### src/rtl/id_issue_queue_pkg.sv
// id_issue_queue_pkg: shared widths, register-file constants and the
// load-scoreboard entry type used by the ID-stage issue queue.
// Latency: n/a (types and constants only). Backpressure: n/a.
package id_issue_queue_pkg;

  // Bus widths shared with the rest of the core.
  localparam int ADDR_BUS     = 32;
  localparam int INST_BUS     = 32;
  localparam int REG_ADDR_BUS = 5;

  // $zero is hard-wired; it can never be the subject of a load-use hazard.
  localparam logic [REG_ADDR_BUS-1:0] ZERO_REG = '0;

  // One scoreboard stage: a load destination still in flight.
  typedef struct packed {
    logic                    vld;
    logic [REG_ADDR_BUS-1:0] dst;
  } sb_entry_t;

  // Pointer width for a queue of the given depth.
  function automatic int idq_ptr_w(input int depth);
    return $clog2(depth);
  endfunction

  // 32-bit add that sticks at all-ones instead of wrapping.
  function automatic logic [31:0] sat_add32(input logic [31:0] a, input logic [31:0] b);
    logic [32:0] s;
    s = {1'b0, a} + {1'b0, b};
    return s[32] ? '1 : s[31:0];
  endfunction

endpackage

### src/rtl/idq_load_scoreboard.sv
// idq_load_scoreboard: LOAD_LAT-stage shift register of in-flight load
// destinations plus two read-address comparators.
// Latency: a load written at a clock edge is visible to the matchers in the
// next cycle. Backpressure: shifting is held while i_advance is low.
//
// Ports:
//   clk, rst        clock, synchronous active-high reset
//   i_flush         clears every stage
//   i_advance       shift enable (low while EX is stalled)
//   i_load_vld      a non-$zero load is issuing this cycle
//   i_load_dst      its destination register
//   i_rd_addr_1/2   decoder read addresses to compare
//   o_match_1/2     address equals a valid in-flight load destination
module idq_load_scoreboard
  import id_issue_queue_pkg::*;
#(
  parameter int LOAD_LAT = 1
) (
  input  logic                    clk,
  input  logic                    rst,
  input  logic                    i_flush,
  input  logic                    i_advance,
  input  logic                    i_load_vld,
  input  logic [REG_ADDR_BUS-1:0] i_load_dst,
  input  logic [REG_ADDR_BUS-1:0] i_rd_addr_1,
  input  logic [REG_ADDR_BUS-1:0] i_rd_addr_2,
  output logic                    o_match_1,
  output logic                    o_match_2
);

  sb_entry_t r_stage [LOAD_LAT];

  always_ff @(posedge clk) begin
    if (rst || i_flush) begin
      for (int i = 0; i < LOAD_LAT; i++) begin
        r_stage[i] <= '0;
      end
    end else if (i_advance) begin
      // Stage 0 always reloads; a non-load cycle shifts in an empty bubble.
      r_stage[0].vld <= i_load_vld;
      r_stage[0].dst <= i_load_dst;
      for (int i = 1; i < LOAD_LAT; i++) begin
        r_stage[i] <= r_stage[i-1];
      end
    end
  end

  always_comb begin
    o_match_1 = 1'b0;
    o_match_2 = 1'b0;
    for (int i = 0; i < LOAD_LAT; i++) begin
      o_match_1 = o_match_1 | (r_stage[i].vld & (r_stage[i].dst == i_rd_addr_1));
      o_match_2 = o_match_2 | (r_stage[i].vld & (r_stage[i].dst == i_rd_addr_2));
    end
  end

endmodule

### src/rtl/id_issue_queue.sv
// id_issue_queue: DEPTH-entry IF->ID instruction FIFO with internal load-use
// hazard detection and wrong-path discard after a taken branch.
// Latency: a push is visible at the head the cycle after it is accepted.
// Backpressure: stall_request while full; a push into a full queue is dropped.
//
// Ports:
//   clk, rst                 clock, synchronous active-high reset
//   flush                    CP0 exception/eret flush (empties queue + scoreboard)
//   ex_stall                 ID/EX cannot accept this cycle
//   push_*                   instruction delivered by IF
//   stall_request            queue full, IF must hold
//   id_valid/addr/inst/ds    head entry (zero when empty)
//   id_reg_* / id_mem_*      decoder information about the head
//   id_branch_flag           head is a taken branch/jump
//   issue                    head consumed this cycle
//   hazard_stall             head blocked by a load-use hazard
// Optional (IDQ_STATS_EN): stat_hazard_cycles, stat_full_cycles,
//   stat_branch_discards saturating event counters.
module id_issue_queue
  import id_issue_queue_pkg::*;
#(
  parameter int DEPTH      = 4,
  parameter int LOAD_LAT   = 1,
  parameter int ADDR_WIDTH = ADDR_BUS,
  parameter int INST_WIDTH = INST_BUS
) (
  input  logic                    clk,
  input  logic                    rst,
  input  logic                    flush,
  input  logic                    ex_stall,
  input  logic                    push_valid,
  input  logic [ADDR_WIDTH-1:0]   push_addr,
  input  logic [INST_WIDTH-1:0]   push_inst,
  input  logic                    push_delayslot,
  output logic                    stall_request,
  output logic                    id_valid,
  output logic [ADDR_WIDTH-1:0]   id_addr,
  output logic [INST_WIDTH-1:0]   id_inst,
  output logic                    id_delayslot,
  input  logic                    id_reg_read_en_1,
  input  logic [REG_ADDR_BUS-1:0] id_reg_addr_1,
  input  logic                    id_reg_read_en_2,
  input  logic [REG_ADDR_BUS-1:0] id_reg_addr_2,
  input  logic                    id_mem_read_flag,
  input  logic [REG_ADDR_BUS-1:0] id_reg_write_addr,
  input  logic                    id_branch_flag,
  output logic                    issue,
  output logic                    hazard_stall
`ifdef IDQ_STATS_EN
  ,
  output logic [31:0]             stat_hazard_cycles,
  output logic [31:0]             stat_full_cycles,
  output logic [31:0]             stat_branch_discards
`endif
);

  localparam int PTR_W = idq_ptr_w(DEPTH);
  localparam logic [PTR_W:0] CNT_FULL = (PTR_W+1)'(DEPTH);
  localparam logic [PTR_W:0] CNT_TWO  = (PTR_W+1)'(2);

  logic [ADDR_WIDTH-1:0] r_addr_mem [DEPTH];
  logic [INST_WIDTH-1:0] r_inst_mem [DEPTH];
  logic                  r_ds_mem   [DEPTH];

  logic [PTR_W-1:0] r_rd_ptr;
  logic [PTR_W-1:0] r_wr_ptr;
  logic [PTR_W:0]   r_count;

  logic w_not_empty;
  logic w_push_acc;
  logic w_branch_cut;
  logic w_mem_we;
  logic w_load_vld;
  logic w_match_1;
  logic w_match_2;

  // ---------------------------------------------------------------- head view
  assign w_not_empty   = (r_count != '0);
  assign stall_request = (r_count == CNT_FULL);
  assign id_valid      = w_not_empty;
  assign id_addr       = w_not_empty ? r_addr_mem[r_rd_ptr] : '0;
  assign id_inst       = w_not_empty ? r_inst_mem[r_rd_ptr] : '0;
  assign id_delayslot  = w_not_empty & r_ds_mem[r_rd_ptr];

  // ---------------------------------------------------------- hazard / issue
  idq_load_scoreboard #(
    .LOAD_LAT (LOAD_LAT)
  ) u_sb (
    .clk         (clk),
    .rst         (rst),
    .i_flush     (flush),
    .i_advance   (~ex_stall),
    .i_load_vld  (w_load_vld),
    .i_load_dst  (id_reg_write_addr),
    .i_rd_addr_1 (id_reg_addr_1),
    .i_rd_addr_2 (id_reg_addr_2),
    .o_match_1   (w_match_1),
    .o_match_2   (w_match_2)
  );

  assign hazard_stall = id_valid &
                        ((id_reg_read_en_1 & (id_reg_addr_1 != ZERO_REG) & w_match_1) |
                         (id_reg_read_en_2 & (id_reg_addr_2 != ZERO_REG) & w_match_2));

  assign issue      = id_valid & ~hazard_stall & ~ex_stall & ~flush;
  assign w_load_vld = issue & id_mem_read_flag & (id_reg_write_addr != ZERO_REG);

  // ------------------------------------------------------------- queue state
  assign w_push_acc = push_valid & ~stall_request & ~flush;

  // A taken branch with at least two entries keeps only the delay slot at
  // head+1. With a single entry the ordinary pop/push already leaves exactly
  // the delay slot (the same-cycle push, or nothing), so no special case.
  assign w_branch_cut = issue & id_branch_flag & (r_count >= CNT_TWO);
  assign w_mem_we     = w_push_acc & ~w_branch_cut;

  always_ff @(posedge clk) begin
    if (rst) begin
      r_rd_ptr <= '0;
      r_wr_ptr <= '0;
      r_count  <= '0;
    end else if (flush) begin
      r_wr_ptr <= r_rd_ptr;
      r_count  <= '0;
    end else if (w_branch_cut) begin
      r_rd_ptr <= r_rd_ptr + PTR_W'(1);
      r_wr_ptr <= r_rd_ptr + PTR_W'(2);
      r_count  <= (PTR_W+1)'(1);
    end else begin
      if (w_push_acc) r_wr_ptr <= r_wr_ptr + PTR_W'(1);
      if (issue)      r_rd_ptr <= r_rd_ptr + PTR_W'(1);
      r_count <= r_count + (PTR_W+1)'(w_push_acc) - (PTR_W+1)'(issue);
    end
  end

  // Payload storage needs no reset: reads are gated by r_count.
  always_ff @(posedge clk) begin
    if (w_mem_we) begin
      r_addr_mem[r_wr_ptr] <= push_addr;
      r_inst_mem[r_wr_ptr] <= push_inst;
      r_ds_mem[r_wr_ptr]   <= push_delayslot;
    end
  end

`ifdef IDQ_STATS_EN
  // --------------------------------------------------------------- counters
  logic [31:0] r_stat_hazard;
  logic [31:0] r_stat_full;
  logic [31:0] r_stat_disc;
  logic [31:0] w_discards;

  // Entries lost on a branch cut: everything younger than the delay slot,
  // plus a push arriving in the same cycle.
  always_comb begin
    w_discards = '0;
    if (w_branch_cut) begin
      w_discards = 32'(r_count) - 32'd2 + 32'(w_push_acc);
    end
  end

  always_ff @(posedge clk) begin
    if (rst) begin
      r_stat_hazard <= '0;
      r_stat_full   <= '0;
      r_stat_disc   <= '0;
    end else begin
      r_stat_hazard <= sat_add32(r_stat_hazard, 32'(hazard_stall));
      r_stat_full   <= sat_add32(r_stat_full, 32'(stall_request));
      r_stat_disc   <= sat_add32(r_stat_disc, w_discards);
    end
  end

  assign stat_hazard_cycles   = r_stat_hazard;
  assign stat_full_cycles     = r_stat_full;
  assign stat_branch_discards = r_stat_disc;
`endif

endmodule

### config.mk
export PLATFORM = sky130hd
export DESIGN_NAME = id_issue_queue
export DESIGN_NICKNAME = d
export VERILOG_FILES = /design/src/rtl/id_issue_queue_pkg.sv /design/src/rtl/idq_load_scoreboard.sv /design/src/rtl/id_issue_queue.sv
export SDC_FILE = /design/constraint.sdc
export NUM_CORES = 1
export LEC_CHECK = 0
export ABC_AREA = 1
export CELL_PAD_IN_SITES_DETAIL_PLACEMENT = 1
export CELL_PAD_IN_SITES_GLOBAL_PLACEMENT = 1
export CORE_MARGIN = 4
export CORE_UTILIZATION = 39
export CTS_CLUSTER_DIAMETER = 30
export CTS_CLUSTER_SIZE = 24
export DETAILED_ROUTE_END_ITERATION = 10
export MAX_ROUTING_LAYER = met4
export PLACE_DENSITY = 0.86
export SYNTH_ARGS = -nofsm -noshare
export SYNTH_HDL_FRONTEND = slang
export SYNTH_SLANG_ARGS = --single-unit
export TNS_END_PERCENT = 100
### constraint.sdc
create_clock -name clk -period 5.2 [get_ports clk]
set_clock_uncertainty 0.05 [all_clocks]
set_input_delay 1.3 -clock clk [delete_from_list [all_inputs] [get_ports clk]]
set_output_delay 1.3 -clock clk [all_outputs]
set_load 0.005 [all_outputs]
Fig. 1: run 1, close-up of the layout
Window x 74 to 104, y 74 to 104 um. Cells in grey, sequential cells in the stronger grey; small squares are vias.
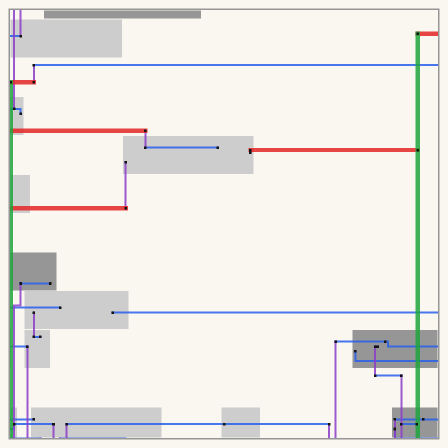
| colour | layer |
|---|---|
| red | M3 |
| green | M4 |
| purple | M2 |
| blue | M1 |
netlist names of flops here include: r_addr_mem (1)
cells with their middle in the window: 8
sequential cells in the window: 1
most frequent: clkbuf_16 (3)

Fig. 2: run 1, logic cells by family
Scale: 2 px per um.
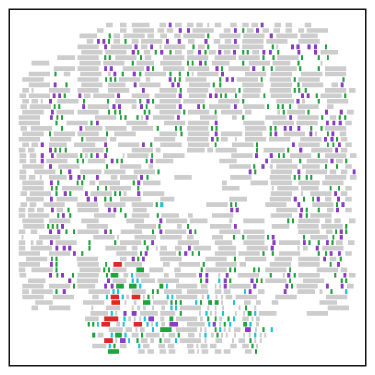
| colour | family | cells | most used |
|---|---|---|---|
| green | nor cells | 301 | nor2_1 |
| purple | aoi and oai cells | 202 | o21ai_0 |
| red | fa/ha/maj cells | 8 | ha_1 |
| cyan | inv cells | 45 | inv_1 |
Top cell excl fill/tap: nor2_1
fin cells: 1553
logic share of the area: 17.60%

Fig. 3: run 1, routed metal per tile
Scale: 1.5 px per um. 36 x 36 tiles, from dark purple (low) to yellow (high), scaled to the fullest tile. Values are wire area over tile area, all layers added.
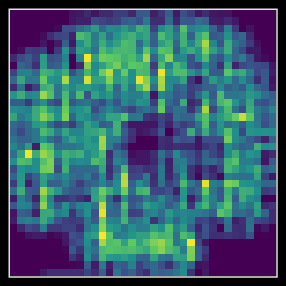
mean over tiles: 0.15
tiles over half the peak: 26%
fullest tile: 0.44

==> impl_metrics.env, run 1 <==
# implementation run metrics
export IMPL_min_from="r_rd_ptr[1]$_SDFFE_PP0P_"
export IMPL_cts_setup_buffers=0
export IMPL_crit_chain="buf_4 -> nor2_1 -> nor2_1 -> o21ai_0 -> a21oi_1 -> clkdlybuf4s50_1"
export IMPL_fin_crit_ns=4.517
export IMPL_peakVddDrop_mv=0.3091
export IMPL_cts_made_buffers=59
export IMPL_synthSimpleGateAreaFrac_pct=13.12
export IMPL_comb_power_mw=0.331
export IMPL_die_w_um=177.5
export IMPL_hold_path_class="flop to flop"
export IMPL_fin_crit_sh_pct=86.87
export IMPL_dp_cells=1445
export IMPL_grt_pass1_vias=8696
export IMPL_grt_pass1_wl_mm=47.42
export IMPL_crit_path_frequent_cell="nor2_1"
export IMPL_outcome="finished clean"
export IMPL_tool_warnings=31
export IMPL_power_density_mw_per_mm2=417.7
export IMPL_via_count=7800
export IMPL_synth_adder_area_share_pct=0.9600
export IMPL_htree_levels=2
export IMPL_rsz0062_at_grt="no"
export IMPL_start_kind="flop"
export IMPL_fill_cells=2912
export IMPL_hold_worst_slack_ns=0.5253
export IMPL_routedWlPerCell_um=19.46
export IMPL_p_leak_nw=5.350
export IMPL_synth_area_per_cell_um2=11.81
export IMPL_regToRegEndpoint="r_count[2]$_SDFF_PP0_"
export IMPL_setup_viol=0
export IMPL_post_place_ws_ns=0.6868
export IMPL_aoi_share_pct=9.210
export IMPL_max_slew_margin_pct=27.43
export IMPL_grt_util_met1_pct=22.90
export IMPL_slew_viol_final=0
export IMPL_ys_sh_xor_pct=0.07814
export IMPL_met2_usage_pct=34.56
export IMPL_p_seq_mw=2.52
export IMPL_most_common_cell="nor2_1"
export IMPL_clock_fmax_mhz=221.4
export IMPL_cp_top_family="buffers and inverters"
export IMPL_dr_wl_met2_mm=15.54
export IMPL_p_comb_share_pct=5.3
export IMPL_cp_num_buf_inv=2
export IMPL_track_usage_pct=19.81
export IMPL_pwr_share_seq_pct=39.9
export IMPL_finalPower_mw=6.303
export IMPL_cts_max_path_buffers=3
export IMPL_highest_layer="met4"
export IMPL_ys_async_sr_fraction_pct=0
export IMPL_synthesis_area_mm2=0.01121
export IMPL_rrSetupSlack_ns=2.29
export IMPL_fp_util_pct=39.91
export IMPL_hold_depth=2
export IMPL_rows=61
export IMPL_pg_clk_mw=3.46
export IMPL_ant_nets=0
export IMPL_top_area_cell="edfxtp_1"
export IMPL_final_util_pct=53.72
export IMPL_rr_worst_depth=10
export IMPL_hold_buffers=0
export IMPL_yosys_area_top_type_share_pct=71.27
export IMPL_power_switching_mw=1.330
export IMPL_nets=1225
export IMPL_clkLatencyLatePin_ns=0.55
export IMPL_core_area_mm2=0.02809
export IMPL_postSynthCellCount=949
export IMPL_clkSlewWorstSetupHoldPaths_ns=0.04
export IMPL_wl_met3_mm=1.362
export IMPL_worst_slack_ns=0.6829
export IMPL_via_per_inst=5.023
export IMPL_cts_tree="done"
export IMPL_crit_end="id_inst[5]"
export IMPL_firstDrtPassIters=4
export IMPL_maxPowerGroup="clock"
export IMPL_r2r_start="r_count[0]$_SDFF_PP0_"
export IMPL_synth_edff_count=266
## run 1: area by class of cell
type | instances | area (um2) | share of cell area, %
diodes | 1 | 2.502 | 0.01658
clock buffers | 70 | 1539 | 10.20
clock inverters | 37 | 340.3 | 2.255
inverters | 45 | 170.2 | 1.128
multi-input cells | 578 | 2655 | 17.60
flip-flops and latches | 275 | 8173 | 54.16
well taps | 378 | 473.0 | 3.134
repair buffers | 169 | 1737 | 11.51
## run 1: cells in the final DEF (no fill, tap or decap), types with 12 or more instances in the layout
master,instances
a21oi_1,67
clkbuf_16,60
clkdlybuf4s50_1,157
clkinv_1,12
edfxtp_1,266
inv_1,40
nand2_1,50
nor2_1,286
o21ai_0,125
==> inputs of run 2 (changes only) <==
Settings changed: ABC_CLOCK_PERIOD_IN_PS set to 5200, TNS_END_PERCENT 100 to 1.
Fig. 4: run 2, close-up of the layout
Window x 74 to 104, y 74 to 104 um. Cells in grey, sequential cells in the stronger grey; small squares are vias.
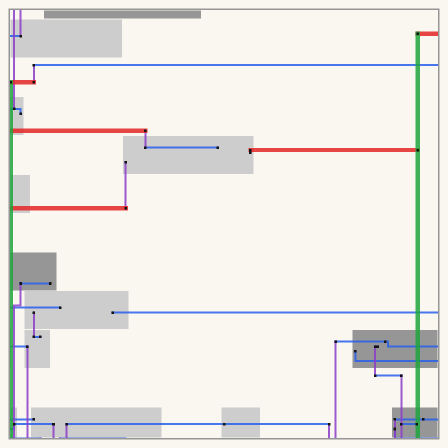
| colour | layer |
|---|---|
| blue | M1 |
| purple | M2 |
| green | M4 |
| red | M3 |
cells with their middle in the window: 8
sequential cells in the window: 1
netlist names of flops here include: r_addr_mem (1)
most frequent: clkbuf_16 (3)

==> run 2 against run 1 <==
- fmax did not move
- sequential cell count unchanged
- first-iteration DRC count stayed put
- core utilization unchanged
==> impl_metrics.env, run 2 <==
# implementation run metrics
export IMPL_outcome="finished clean"
export IMPL_grt_util_met1_pct=22.90
export IMPL_final_util_pct=53.72
export IMPL_most_common_cell="nor2_1"
export IMPL_min_from="r_rd_ptr[1]$_SDFFE_PP0P_"
export IMPL_hold_depth=2
export IMPL_synthSimpleGateAreaFrac_pct=13.12
export IMPL_tool_warnings=31
export IMPL_hold_buffers=0
export IMPL_clock_fmax_mhz=221.4
export IMPL_start_kind="flop"
export IMPL_hold_worst_slack_ns=0.5253
export IMPL_cp_top_family="buffers and inverters"
export IMPL_comb_power_mw=0.331
export IMPL_fp_util_pct=39.91
export IMPL_core_area_mm2=0.02809
export IMPL_wl_met3_mm=1.362
export IMPL_pwr_share_seq_pct=39.9
export IMPL_highest_layer="met4"
export IMPL_r2r_start="r_count[0]$_SDFF_PP0_"
export IMPL_top_area_cell="edfxtp_1"
export IMPL_synthesis_area_mm2=0.01121
export IMPL_htree_levels=2
export IMPL_met2_usage_pct=34.56
export IMPL_clkLatencyLatePin_ns=0.55
export IMPL_firstDrtPassIters=4
export IMPL_cp_num_buf_inv=2
export IMPL_peakVddDrop_mv=0.3091
export IMPL_post_place_ws_ns=0.6868
export IMPL_grt_pass1_vias=8696
export IMPL_rsz0062_at_grt="no"
export IMPL_routedWlPerCell_um=19.46
export IMPL_cts_tree="done"
export IMPL_synth_adder_area_share_pct=0.9600
export IMPL_synth_area_per_cell_um2=11.81
export IMPL_ys_async_sr_fraction_pct=0
export IMPL_yosys_area_top_type_share_pct=71.27
export IMPL_max_slew_margin_pct=27.43
export IMPL_cts_setup_buffers=0
export IMPL_finalPower_mw=6.303
export IMPL_setup_viol=0
export IMPL_p_seq_mw=2.52
export IMPL_fin_crit_sh_pct=86.87
export IMPL_maxPowerGroup="clock"
export IMPL_regToRegEndpoint="r_count[2]$_SDFF_PP0_"
export IMPL_pg_clk_mw=3.46
export IMPL_p_comb_share_pct=5.3
export IMPL_aoi_share_pct=9.210
export IMPL_slew_viol_final=0
export IMPL_cts_max_path_buffers=3
export IMPL_synth_edff_count=266
export IMPL_layout_top_cells="nor2_1 (286), edfxtp_1 (266), clkdlybuf4s50_1 (157), o21ai_0 (125), a21oi_1 (67)"
export IMPL_fin_crit_ns=4.517
export IMPL_worst_slack_ns=0.6829
export IMPL_power_switching_mw=1.330
export IMPL_via_count=7800
export IMPL_clkSlewWorstSetupHoldPaths_ns=0.04
export IMPL_hold_path_class="flop to flop"
export IMPL_rows=61
export IMPL_nets=1225
export IMPL_dr_wl_met2_mm=15.54
==> run 2: cell counts after synthesis <==
Identical to the previous run, type by type.
==> run 2: cell type report <==
cell class | instances | area, um2
Fill cell | 2912 | 13000
Sequential cell | 275 | 8173
Multi-Input combinational cell | 578 | 2655
Timing Repair Buffer | 169 | 1737
Clock buffer | 70 | 1539
Tap cell | 378 | 473.0
Clock inverter | 37 | 340.3
Inverter | 45 | 170.2
Antenna cell | 1 | 2.502
==> run 2: how the worst max path moves through the flow <==
stage	slack, ns	endpoint
after global placement	0.79	issue
after CTS	0.65	id_addr[19]
after detailed placement	0.69	issue
final	0.68	id_inst[5]
after global routing	0.44	id_addr[19]
after floorplan	0.02	r_addr_mem[0][0]$_DFFE_PP_
